==> images/final_clocks.png <==
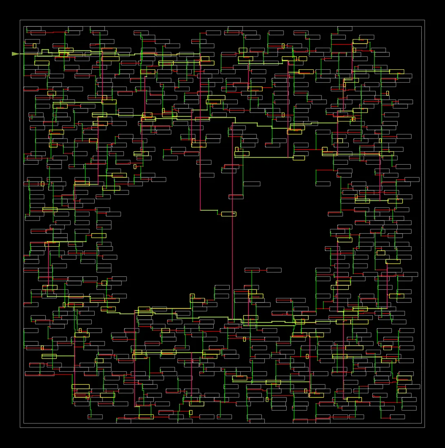
==> images/metal_stack.png <==
Two of the layers only.
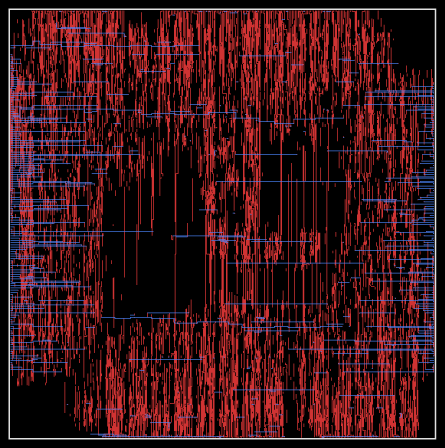
$ cat src/rtl/ps_serial.sv
`default_nettype none
// ============================================================================
//  Module   : ps_serial
//  Purpose  : Sequential ASCON substitution layer. Applies the 5-bit S-box to
//             the 64 columns of a 320-bit state, SLICES columns per clock,
//             with a start/busy/done handshake.
//  Options  : PS_ADD_CONST_EN - adds a 4-bit round_i port and folds the ASCON
//             round-constant addition into the capture of word S2.
//  Revision : 1.0 - initial release
// ============================================================================
//  State layout: state[319:256]=S0, [255:192]=S1, [191:128]=S2,
//                [127:64]=S3,  [63:0]=S4   (i.e. {S0,S1,S2,S3,S4}).
//  Column j S-box index = {S0[j],S1[j],S2[j],S3[j],S4[j]}, S0 is the MSB.
// ============================================================================

module ps_serial #(
    parameter int SLICES = 8
) (
    input  logic           clock_i,
    input  logic           resetb_i,
    input  logic           start_i,
`ifdef PS_ADD_CONST_EN
    input  logic [3:0]     round_i,
`endif
    input  logic [319:0]   state_i,
    output logic           busy_o,
    output logic           done_o,
    output logic [319:0]   state_o
);

    // Number of busy cycles per operation and the matching counter width.
    localparam int N  = (SLICES > 0 && SLICES <= 64) ? (64 / SLICES) : 1;
    localparam int CW = (N > 1) ? $clog2(N) : 1;
    localparam logic [CW-1:0] LAST = CW'(N - 1);

    // Reject any slice count that does not evenly tile 64 columns.
    generate
        if (!(SLICES == 1 || SLICES == 2 || SLICES == 4 || SLICES == 8 ||
              SLICES == 16 || SLICES == 32 || SLICES == 64)) begin : g_bad_slices
            $error("ps_serial: SLICES must be one of 1,2,4,8,16,32,64");
        end
    endgenerate

    typedef enum logic [0:0] {
        ST_IDLE = 1'b0,
        ST_RUN  = 1'b1
    } fsm_t;

    fsm_t            fsm_q;
    logic [CW-1:0]   cnt_q;
    logic [319:0]    work_q;
    logic [319:0]    result_q;
    logic            done_q;

    logic [319:0]    cap_d;
    logic [319:0]    step_d;
    logic [63:0]     words_d [5];
    logic [4:0]      idx_d;
    logic [4:0]      sb_d;

    // ASCON 5-bit S-box.
    function automatic logic [4:0] sbox(input logic [4:0] x);
        logic [4:0] y;
        case (x)
            5'd0:  y = 5'h04;  5'd1:  y = 5'h0b;  5'd2:  y = 5'h1f;  5'd3:  y = 5'h14;
            5'd4:  y = 5'h1a;  5'd5:  y = 5'h15;  5'd6:  y = 5'h09;  5'd7:  y = 5'h02;
            5'd8:  y = 5'h1b;  5'd9:  y = 5'h05;  5'd10: y = 5'h08;  5'd11: y = 5'h12;
            5'd12: y = 5'h1d;  5'd13: y = 5'h03;  5'd14: y = 5'h06;  5'd15: y = 5'h1c;
            5'd16: y = 5'h1e;  5'd17: y = 5'h13;  5'd18: y = 5'h07;  5'd19: y = 5'h0e;
            5'd20: y = 5'h00;  5'd21: y = 5'h0d;  5'd22: y = 5'h11;  5'd23: y = 5'h18;
            5'd24: y = 5'h10;  5'd25: y = 5'h0c;  5'd26: y = 5'h01;  5'd27: y = 5'h19;
            5'd28: y = 5'h16;  5'd29: y = 5'h0a;  5'd30: y = 5'h0f;  default: y = 5'h17;
        endcase
        return y;
    endfunction

    // Rotate a word right by SLICES; after N steps every column is home again.
    function automatic logic [63:0] rotr(input logic [63:0] w);
        return (w >> SLICES) | (w << (64 - SLICES));
    endfunction

    // Captured state, optionally with the round constant folded into S2.
    always_comb begin
        cap_d = state_i;
`ifdef PS_ADD_CONST_EN
        cap_d[191:128] = state_i[191:128] ^ {56'h0, 4'(4'hF - round_i), round_i};
`endif
    end

    // One step: substitute the lowest SLICES columns, then rotate each word so
    // the next unprocessed group lands at bit 0 (columns advance from bit 0 up).
    always_comb begin
        idx_d  = '0;
        sb_d   = '0;
        step_d = '0;
        for (int k = 0; k < 5; k++) begin
            words_d[k] = work_q[64*(4-k) +: 64];
        end
        for (int c = 0; c < SLICES; c++) begin
            idx_d = {words_d[0][c], words_d[1][c], words_d[2][c], words_d[3][c], words_d[4][c]};
            sb_d  = sbox(idx_d);
            for (int k = 0; k < 5; k++) begin
                words_d[k][c] = sb_d[4-k];
            end
        end
        for (int k = 0; k < 5; k++) begin
            step_d[64*(4-k) +: 64] = rotr(words_d[k]);
        end
    end

    // Handshake FSM, column counter, working register and result register.
    always_ff @(posedge clock_i or negedge resetb_i) begin
        if (!resetb_i) begin
            fsm_q    <= ST_IDLE;
            cnt_q    <= '0;
            work_q   <= '0;
            result_q <= '0;
            done_q   <= 1'b0;
        end else begin
            done_q <= 1'b0;
            case (fsm_q)
                ST_IDLE: begin
                    if (start_i) begin
                        work_q <= cap_d;
                        cnt_q  <= '0;
                        fsm_q  <= ST_RUN;
                    end
                end
                ST_RUN: begin
                    work_q <= step_d;
                    if (cnt_q == LAST) begin
                        // Result becomes visible only here, never part-way.
                        result_q <= step_d;
                        done_q   <= 1'b1;
                        cnt_q    <= '0;
                        fsm_q    <= ST_IDLE;
                    end else begin
                        cnt_q <= cnt_q + CW'(1);
                    end
                end
                default: fsm_q <= ST_IDLE;
            endcase
        end
    end

    assign busy_o  = (fsm_q == ST_RUN);
    assign done_o  = done_q;
    assign state_o = result_q;

endmodule

`default_nettype wire
$ cat config.mk
export PLATFORM = sky130hd
export DESIGN_NAME = ps_serial
export DESIGN_NICKNAME = d
export VERILOG_FILES = /design/src/rtl/ps_serial.sv
export SDC_FILE = /design/constraint.sdc
export NUM_CORES = 1
export LEC_CHECK = 0
export CORE_AREA = 2 2 253 255
export CTS_CLUSTER_DIAMETER = 60
export DETAILED_ROUTE_END_ITERATION = 10
export DIE_AREA = 0 0 255 257
export GPL_ROUTABILITY_DRIVEN = 0
export PLACE_DENSITY = 0.72
export SYNTH_ARGS = -nofsm -noshare
export SYNTH_HDL_FRONTEND = slang
export SYNTH_SLANG_ARGS = --single-unit
$ cat constraint.sdc
create_clock -name clock_i -period 3.5 [get_ports clock_i]
set_clock_uncertainty 0.05 [all_clocks]
set_input_delay 0.525 -clock clock_i [delete_from_list [all_inputs] [get_ports clock_i]]
set_output_delay 0.525 -clock clock_i [all_outputs]
set_load 0.03 [all_outputs]
==> results.json <==
{
  "hold_class": "primary input to flip-flop",
  "dp_hpwl_um": 63600,
  "min_period_ns": 2.54,
  "power_density_nw_per_um2": 1080,
  "cts_resized": 0,
  "reg2reg_depth": 5,
  "clkSinkCount": 645,
  "r2r_setup_slack_ns": 1.09,
  "rows": 92,
  "cp_slowest_cell": "clkdlybuf4s50_1",
  "cap_viol_max_count": 0,
  "outcome": "finished clean",
  "ys_seq_share_pct": 57.6,
  "grt_util_met2_pct": 43.5,
  "antenna_found_initial": 27,
  "die_h_um": 257,
  "max_slew.worst_pin.slew_ns": 1.02,
  "synth_cells": 2355,
  "maxSlewHeadroom_pct": 32.0,
  "nNetsFinal": 3319,
  "grt_util_met1_pct": 32.6,
  "synth_flops": 645,
  "hold_viol_final": 0,
  "synth_stat.cells": 2355,
  "path_cells": "clkdlybuf4s50_1",
  "clk_pin_slew_ns": 0.06,
  "synth_cell_type_count": 33,
  "grtUsageMet3_pct": 8.04,
  "cts_htree_levels": 3,
  "postCtsSetupBuffers": 0,
  "power_frac_seq_pct": 35.6,
  "slowest_delay_ns": 0.84,
  "startpoint": "busy_o",
  "rsz0062_at_grt": "false",
  "syn_area_um2": 28000,
  "drc": 0,
  "cp_max_fo": 7,
  "switching_share_pct": 41.4,
  "coreArea_um2": 62700,
  "ir_worst_vdd_mv": 0.610,
  "ctsHoldBuffers": 1,
  "edf_count": 0,
  "worst_slack_ns": 0.965,
  "cts-root-buf": "clkbuf_16",
  "initCoreUtil_pct": 44.7,
  "endpoint": "busy_o",
  "yosys_warnings": 0,
  "tritoncts": "yes",
  "dieArea_um2": 65500,
  "pwr-share-comb_pct": 45.2,
  "placed_area_um2": 35400,
  "io_pins": 645,
  "grt_pass1_wl_um": 132000,
  "ant_nets": 0,
  "critPathArrivalTime_ns": 1.96,
  "grt_pass1_vias": 21400,
  "leakagePower_uw": 0.0172,
  "pre_cts_ws_ns": 1.09,
  "critical_path_buf_inv_count": 1,
  "internal-power_uw": 23900,
  "fmax_mhz": 394,
  "grt_max_degree": 242,
  "critPathLaunchType": "flip-flop",
  "end_kind": "output pin",
  "synthToLayoutAreaGrowth_pct": 35.1,
  "fp_nets": 2724,
  "portBuffers": 644,
  "crit_family": "buffers and inverters",
  "switchingPower_uw": 16900,
  "period_used_pct": 72.4,
  "final_layout_size_suffix_gt1_share_pct": 15.0,
  "drtPass1Iterations": 5,
  "viasPerCell": 5.27,
  "fin_setup_tns_ns": 0,
  "crit_type": "flip-flop to output pin",
  "syn-mean-instance-area_um2": 11.9,
  "cp_data_required_time_ns": 2.92,
  "synth-main-ff-cell": "dfrtp_1",
  "drt_iter0_markers": 1202,
  "die_w_um": 255,
  "r2r_start": "cnt_q[0]",
  "globalRouteOverflowTotal": 0,
  "clockBufferDepth": 3,
  "openroad.warnings": 67,
  "grt-busiest-layer": "met2",
  "final_area_um2": 37900,
  "async_flop_share_pct": 100,
  "drv_slew": 0,
  "setup_viol": 0,
  "vias": 20400,
  "total_power_uw": 40900,
  "r2r-end": "state_o[112]",
  "crit_cells": 1,
  "ys_area_um2": 28000,
  "p_clk_share_pct": 19.2
}
## Picture notes: final_clocks.png
CTS Buf Count: 71
worst skew pair latency: 0.62 ns
clock buffers: 103

## Picture notes: metal_stack.png
- met2: red (wire length 42.7 mm)
- met3: blue (wire length 6,190 um)
total track usage: 26.5%
drt total wl: 87,100 um
wire per inst: 22.5 um

[worst min-delay path, cell delays in order]
cell and delay, ns:
buf_8 0.23, inv_1 0.14, mux2i_1 0.08
[area by class of cell]
class,instances,area [um^2]
multi-input combinational,1519,11100
sequential,645,16100
inverter,28,105
clock inverter,23,384
clock buffer,103,2080
antenna,19,47.5
fill,4986,24800
timing repair buffer,685,6980
tap,846,1060
[power by group through the flow]
stage	Clock (uW)	Sequential (uW)	Combinational, uW
2_1_floorplan	0	16900	8020
6_report	7820	14600	18500
3_3_place_gp	0	14500	18100
4_1_cts	7970	14600	18700
3_5_place_dp	0	14600	18500
5_1_grt	8320	15000	20000
[stage by stage]
stage / util (%) / hold slack (ns) / std cells
after floorplan: - / 0.179 / 2355
after global placement: 56.4 / 0.412 / 3722
after detailed placement: 56.4 / 0.419 / 3722
after CTS: 60.3 / 0.379 / 3849
after global routing: 60.4 / 0.428 / 3867
final: 60.4 / 0.422 / 3868
[synth_stat cells (9+ instances only)]
library cell / count / area (um^2)
a211oi_1: 34 / 255
a21oi_1: 44 / 220
buf_1: 9 / 33.8
buf_2: 74 / 370
clkbuf_1: 78 / 293
dfrtp_1: 645 / 16100
ha_1: 46 / 576
inv_1: 19 / 71.3
mux2_2: 280 / 3150
mux2i_1: 295 / 2950
nand2_1: 367 / 1380
nor2_1: 17 / 63.8
nor2b_1: 32 / 200
nor3_1: 12 / 60.1
o21ai_0: 263 / 1320
o21ai_1: 72 / 360
xnor2_1: 15 / 131
xor2_1: 15 / 131
[logic make-up after synthesis]
| group | Yosys count | synth area share [%] |
|---|---|---|
| simple gates | 432 | 6.15 |
| buf+inv | 191 | 2.91 |
| xor+xnor | 30 | 0.937 |
| mux | 578 | 22.0 |
| fa+ha+maj | 58 | 2.51 |
| flops | 645 | 57.6 |
| compound gates | 421 | 7.92 |
[layout by cell type, fill, tap and decap left out, types with 3 or more instances in the layout]
master           instances
mux2i_1                295
buf_12                  17
inv_2                    7
ha_1                    46
buf_4                   23
inv_1                   19
a211oi_1                34
o21ai_0                263
o21ai_1                 72
clkbuf_16               73
a21oi_1                 44
maj3_1                   6
clkinv_2                 6
clkdlybuf4s50_1        642
mux4_2                   3
maj3_2                   6
xnor2_1                 15
clkbuf_8                14
mux2_2                 280
nor3_1                  12
nor2_1                  17
clkbuf_1                16
dfrtp_1                644
nor2b_1                 32
diode_2                 19
xor2_1                  15
o221ai_1                 3
bufinv_16                8
nand2_1                366
[worst min path at each step]
stage	slack, ns	from	endpoint	cells past startpoint
after floorplan	0.18	resetb_i	busy_o	0
after CTS	0.38	start_i	busy_o	3
after detailed placement	0.42	state_o[186]	state_o[186]	2
after global placement	0.41	state_o[121]	state_o[121]	2
after global routing	0.43	start_i	busy_o	3
final	0.42	start_i	busy_o	3
[metal layers]
layer	part of all wire [%]	vias to the layer above
met5	0.14	-
met4	3.8	18
met3	7.1	172
met2	49	569
met1	40	10300
li1	-	9367
[sequential cells by signal, indices dropped and copies added, names as in the netlist]
| signal | count |
|---|---|
| state_o | 320 |
| work_q | 320 |
| cnt_q | 3 |
| busy_o | 1 |
| done_o | 1 |
Power and IR drop assume default switching activity.
